===== src/rtl/dma_controller_pkg.sv =====
// Shared constants and state encoding for the port-2 block DMA engine.
package dma_controller_pkg;

    localparam int WORD_SIZE       = 16;
    localparam int BLOCK_SIZE      = 64;
    localparam int WORDS_PER_BLOCK = 4;

    localparam logic [WORD_SIZE-1:0] DMA_DEFAULT_ADDR = 16'hF0;

    typedef enum logic [2:0] {
        IDLE     = 3'd0,
        REQ      = 3'd1,
        XFER     = 3'd2,
        WAIT_MEM = 3'd3,
        RELEASE  = 3'd4,
        DONE     = 3'd5
    } dma_state_e;

endpackage


===== src/rtl/dma_addr_counter.sv =====
// Block offset counter: produces the current write address (base+offset, 16-bit wrap)
// and flags when the offset has covered the requested length.
module dma_addr_counter
    import dma_controller_pkg::*;
(
    input  logic                 clk,
    input  logic                 rst_n,
    input  logic                 load,
    input  logic                 inc,
    input  logic [WORD_SIZE-1:0] base,
    input  logic [WORD_SIZE-1:0] length,
    output logic [WORD_SIZE-1:0] addr,
    output logic                 last
);

    localparam logic [WORD_SIZE:0] STRIDE = WORDS_PER_BLOCK[WORD_SIZE:0];

    // One extra bit so a length near 0xFFFF cannot wrap the offset and never terminate.
    logic [WORD_SIZE:0] offset_q, offset_d;

    always_comb begin
        offset_d = offset_q;
        if (load) begin
            offset_d = '0;
        end else if (inc) begin
            offset_d = offset_q + STRIDE;
        end
    end

    always_ff @(posedge clk or negedge rst_n) begin
        if (!rst_n) begin
            offset_q <= '0;
        end else begin
            offset_q <= offset_d;
        end
    end

    assign addr = base + offset_q[WORD_SIZE-1:0];
    assign last = (offset_q >= {1'b0, length});

endmodule


===== src/rtl/dma_controller.sv =====
// Bus-master DMA: takes port 2 from the CPU via BR/BG and copies device blocks into
// data memory, one 64-bit block per write, then pulses dma_end_interrupt.
module dma_controller
    import dma_controller_pkg::*;
(
    input  logic                  Clk,
    input  logic                  Reset_N,
    input  logic                  cmd_valid,
    input  logic [WORD_SIZE-1:0]  cmd_address,
    input  logic [WORD_SIZE-1:0]  cmd_length,
    output logic                  cmd_ready,
    output logic                  BR,
    input  logic                  BG,
    output logic                  dma_writeM2,
    output logic [WORD_SIZE-1:0]  dma_address2,
    output logic [BLOCK_SIZE-1:0] dma_data2,
    input  logic                  M2busy,
    input  logic                  dev_valid,
    input  logic [BLOCK_SIZE-1:0] dev_data,
    output logic                  dev_ack,
    output logic                  dma_busy,
    output logic                  dma_end_interrupt,
    output dma_state_e            dbg_state
);

    // Handshakes: a block moves only in a cycle where BG=1, dev_valid=1 and M2busy=0
    // while in XFER; dma_writeM2 and dev_ack are that same one-cycle strobe, and
    // cmd_valid is accepted only in a cycle where cmd_ready=1.

    dma_state_e            state_q, state_d;
    logic [WORD_SIZE-1:0]  base_q, base_d;
    logic [WORD_SIZE-1:0]  length_q, length_d;
    logic                  skip_q, skip_d;
    logic                  irq_q, irq_d;

    logic                  cnt_load;
    logic                  cnt_inc;
    logic                  wr_fire;
    logic [WORD_SIZE-1:0]  blk_addr;
    logic                  blk_last;

    dma_addr_counter u_addr_counter (
        .clk    (Clk),
        .rst_n  (Reset_N),
        .load   (cnt_load),
        .inc    (cnt_inc),
        .base   (base_q),
        .length (length_q),
        .addr   (blk_addr),
        .last   (blk_last)
    );

    always_comb begin
        state_d  = state_q;
        base_d   = base_q;
        length_d = length_q;
        skip_d   = 1'b0;
        cnt_load = 1'b0;
        cnt_inc  = 1'b0;
        wr_fire  = 1'b0;
        BR       = 1'b0;

        case (state_q)
            IDLE: begin
                if (cmd_valid) begin
                    base_d   = cmd_address;
                    length_d = cmd_length;
                    cnt_load = 1'b1;
                    state_d  = (cmd_length == '0) ? DONE : REQ;
                end
            end
            REQ: begin
                BR = 1'b1;
                if (BG) begin
                    state_d = XFER;
                end
            end
            XFER: begin
                BR = 1'b1;
                if (BG && dev_valid && !M2busy) begin
                    wr_fire = 1'b1;
                    cnt_inc = 1'b1;
                    skip_d  = 1'b1;
                    state_d = WAIT_MEM;
                end
            end
            WAIT_MEM: begin
                // Memory raises busy one cycle after the write, so the first cycle here is ignored.
                BR = 1'b1;
                if (!skip_q && !M2busy) begin
                    state_d = blk_last ? RELEASE : XFER;
                end
            end
            RELEASE: begin
                if (!BG) begin
                    state_d = DONE;
                end
            end
            DONE: begin
                state_d = IDLE;
            end
            default: begin
                state_d = IDLE;
            end
        endcase
    end

    // The completion pulse is registered out of DONE, so it appears the cycle after.
    assign irq_d = (state_q == DONE);

    always_ff @(posedge Clk or negedge Reset_N) begin
        if (!Reset_N) begin
            state_q  <= IDLE;
            base_q   <= '0;
            length_q <= '0;
            skip_q   <= 1'b0;
            irq_q    <= 1'b0;
        end else begin
            state_q  <= state_d;
            base_q   <= base_d;
            length_q <= length_d;
            skip_q   <= skip_d;
            irq_q    <= irq_d;
        end
    end

    assign dma_writeM2       = wr_fire;
    assign dev_ack           = wr_fire;
    assign dma_address2      = wr_fire ? blk_addr : '0;
    assign dma_data2         = wr_fire ? dev_data : '0;
    assign cmd_ready         = (state_q == IDLE);
    assign dma_busy          = (state_q != IDLE);
    assign dma_end_interrupt = irq_q;
    assign dbg_state         = state_q;

endmodule

===== config.mk =====
export PLATFORM = sky130hd
export DESIGN_NAME = dma_controller
export DESIGN_NICKNAME = d
export VERILOG_FILES = /design/src/rtl/dma_controller_pkg.sv /design/src/rtl/dma_addr_counter.sv /design/src/rtl/dma_controller.sv
export SDC_FILE = /design/constraint.sdc
export NUM_CORES = 1
export LEC_CHECK = 0
export CORE_MARGIN = 2
export CORE_UTILIZATION = 35
export CTS_BUF_LIST = sky130_fd_sc_hd__clkbuf_8
export DETAILED_ROUTE_END_ITERATION = 10
export PLACE_DENSITY_LB_ADDON = 0.05
export SKIP_CTS_REPAIR_TIMING = 1
export SLEW_MARGIN = 20
export SYNTH_ARGS = -nofsm -noshare
export SYNTH_HDL_FRONTEND = slang
export SYNTH_SLANG_ARGS = --single-unit

===== constraint.sdc =====
create_clock -name Clk -period 4.1 [get_ports Clk]
set_input_delay 0.41 -clock Clk [delete_from_list [all_inputs] [get_ports Clk]]
set_output_delay 0.41 -clock Clk [all_outputs]
set_load 0.01 [all_outputs]

route_heat.png
The die is cut into 21 by 21 equal tiles; black is low, pale yellow is high, scaled to the fullest tile. Values are wire area over tile area, all layers added.
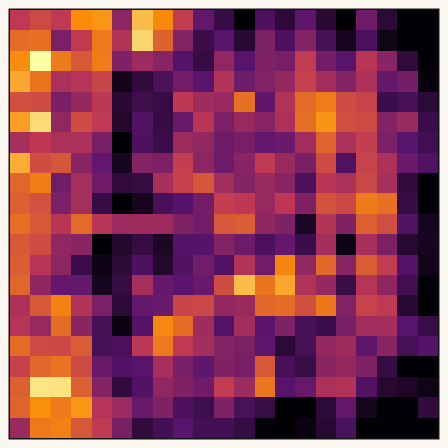
mean over tiles: 0.16
tiles over half the peak: 27%
emptiest ninth of the die: south-east

m3.png
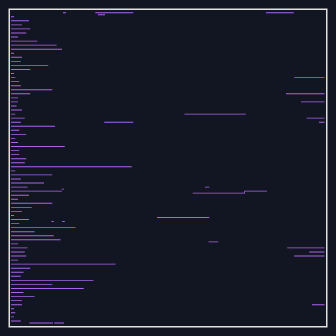
main direction: horizontal
nets with wire on the layer: 92
longest straight run: 40.2 µm

ff_map.png
Other sequential cells in the stronger gray, the rest of the logic in the fainter gray.
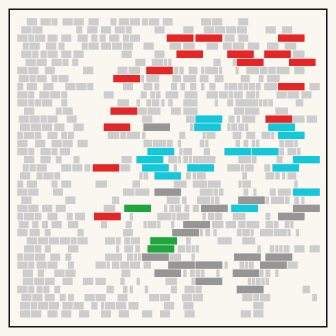
legend:
  dbg_state:
    color: green
    placed_flops: 3
  base_q:
    color: red
    placed_flops: 16
  u_addr_counter.offset_q:
    color: cyan
    placed_flops: 15
not colored: 18

==> impl_metrics.ini <==
; yosys + openroad results
[critical_path]
worst_setup_path_start = u_addr_counter.offset_q[3]$_DFFE_PN0P_
setup.worst_path.class = reg2out
critPathRequiredTime_ps = 3690

[sta]
setup_viols_final = 0
max_slew_margin_pct = 52.1
setup_tns_ps = 0

[finish]
n_clock_buffer = 6
share_of_final_layout_standard_cells_stronger_than_drive_strength_1_pct = 6.72
biggestCellCategory = multi-input combinational cells

[placement]
place_hpwl_mm = 9.12

[floorplan]
dieWidth_um = 106
starting_density_pct = 35.6
pin_count = 191
core_area_um2 = 10200

[power]
design_power_total_mw = 1.79
power.combinational.total_mw = 0.749
netSwitchingFraction_pct = 34.2
dominant_power_group = combinational logic
irDropWorstVdd_mv = 0.126
cellInternalPower_mw = 1.18
pwr-share-seq_pct = 41.4

[detailed_routing]
drt_iter0_markers = 112
num_vias = 3600
route.detailed.vias_per_inst = 5.03
routed_wl_mm = 11.5

[clock_network]
cts-buffers-inserted = 5
worst_setup_hold_path_clk_slew_ps = 90

[global_route]
global_route_usage_over_all_layers_pct = 20.5
grt_pass1_vias = 3559
antenna_found_initial = 0

[yosys]
synth.top_cell.area_share_pct = 35.8
avgSynthCellArea_um2 = 9.01
synth.comb.largest_family = simple AND/OR/NAND/NOR gates
synth.area.top_cells = sky130_fd_sc_hd__dfrtp_1 36%, sky130_fd_sc_hd__and3_1 12%, sky130_fd_sc_hd__ha_1 9.6%
synth_area_um2 = 3640
synthArstFlopShare_pct = 100
synth_simple_gate_area_share_pct = 26.0
synth_nets = 534
most_common_cell = sky130_fd_sc_hd__and3_1
yosys.area_share.xor_xnor_pct = 5.78
yosys.stat.chipArea_um2 = 3640

[run_status]
status = complete, no violations

[run]
number_of_openroad_warnings = 26
timing.max_cap.violations = 0

[min_path]
hold_path_class = in2async
port_trees.png
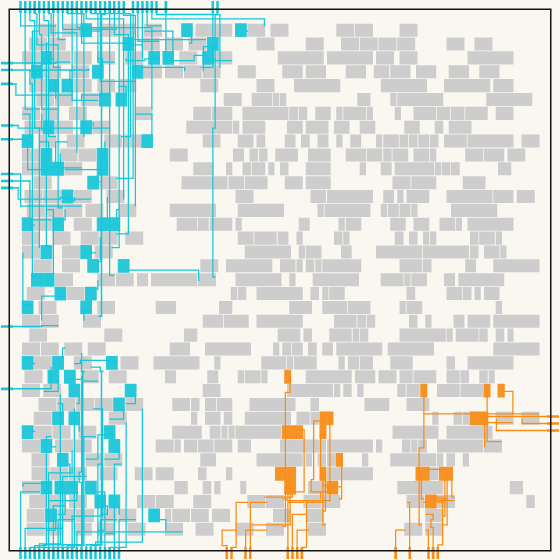
legend:
  cmd_length:
    color: orange
    bits: 16
    direction: input
    edge: 13 south, 3 east
    end_cells: 20
    buffers: 16
    wire: 442 µm
  dma_data2:
    color: cyan
    bits: 64
    direction: output
    edge: 32 north, 22 south, 10 west
    end_cells: 64
    buffers: 64
    wire: 1,980 µm

placed.png
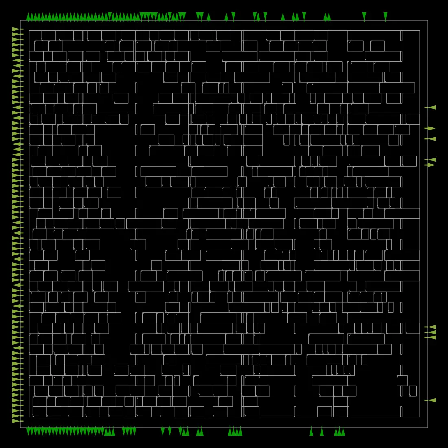
count of placed standard cells in the final layout, fillers left out: 716
sequential cell area share: 22.8%
Fill cells: 911
FP Rows: 37
post-layout util: 55.9%

-- stage by stage --
stage	setup WS, ps	hold WS (ps)
floorplan	1730	114
global placement	1100	483
detailed placement	1010	484
CTS	726	248
global route	581	274
finish	759	206
-- final timing paths --
kind	slack, ps	depth (start not counted)	end
hold / removal	210	2	length_q[12]$_DFFE_PN0P_
hold reg to reg	500	1	base_q[12]$_DFFE_PN0P_
setup reg to reg	1690	7	u_addr_counter.offset_q[14]$_DFFE_PN0P_
max in group asynchronous	3440	2	base_q[4]$_DFFE_PN0P_
setup / recovery	760	8	dma_address2[15]
min in group Clk	500	1	base_q[12]$_DFFE_PN0P_
-- worst max-delay path: stages (launching register included) --
cell and delay (ps):
sky130_fd_sc_hd__dfrtp_1 450, sky130_fd_sc_hd__ha_1 340, sky130_fd_sc_hd__a211oi_1 280, sky130_fd_sc_hd__o21ai_0 210, sky130_fd_sc_hd__a41o_2 360, sky130_fd_sc_hd__a31oi_4 200, sky130_fd_sc_hd__mux2i_1 210, sky130_fd_sc_hd__nand2_1 90
sky130_fd_sc_hd__clkdlybuf4s50_1 490
-- sequential cells by signal, indices dropped and copies added, names as in the netlist --
| register | count |
|---|---|
| skip_q | 1 |
| dbg_state | 3 |
| length_q | 16 |
| u_addr_counter.offset_q | 15 |
| dma_end_interrupt | 1 |
| base_q | 16 |
-- routing by layer --
metal  share of wire [%]  global-route usage, %  wire length, µm
met1                  42                   24.5             4850
met5                   0                      0                0
met3                 6.2                   5.46              716
met2                  49                   36.2             5720
met4                 2.3                   6.11              265
-- placed cells by master (no fill, tap or decap), drive strengths merged, types with 11 or more instances in the layout --
master	n
clkdlybuf4s50	189
and3	71
dfrtp	52
nor2	30
ha	28
nand2	28
o21ai	23
inv	22
mux2	18
xor2	13
a21oi	12
xnor2	11
No activity file was given, so power comes from the tool's default toggle rates.
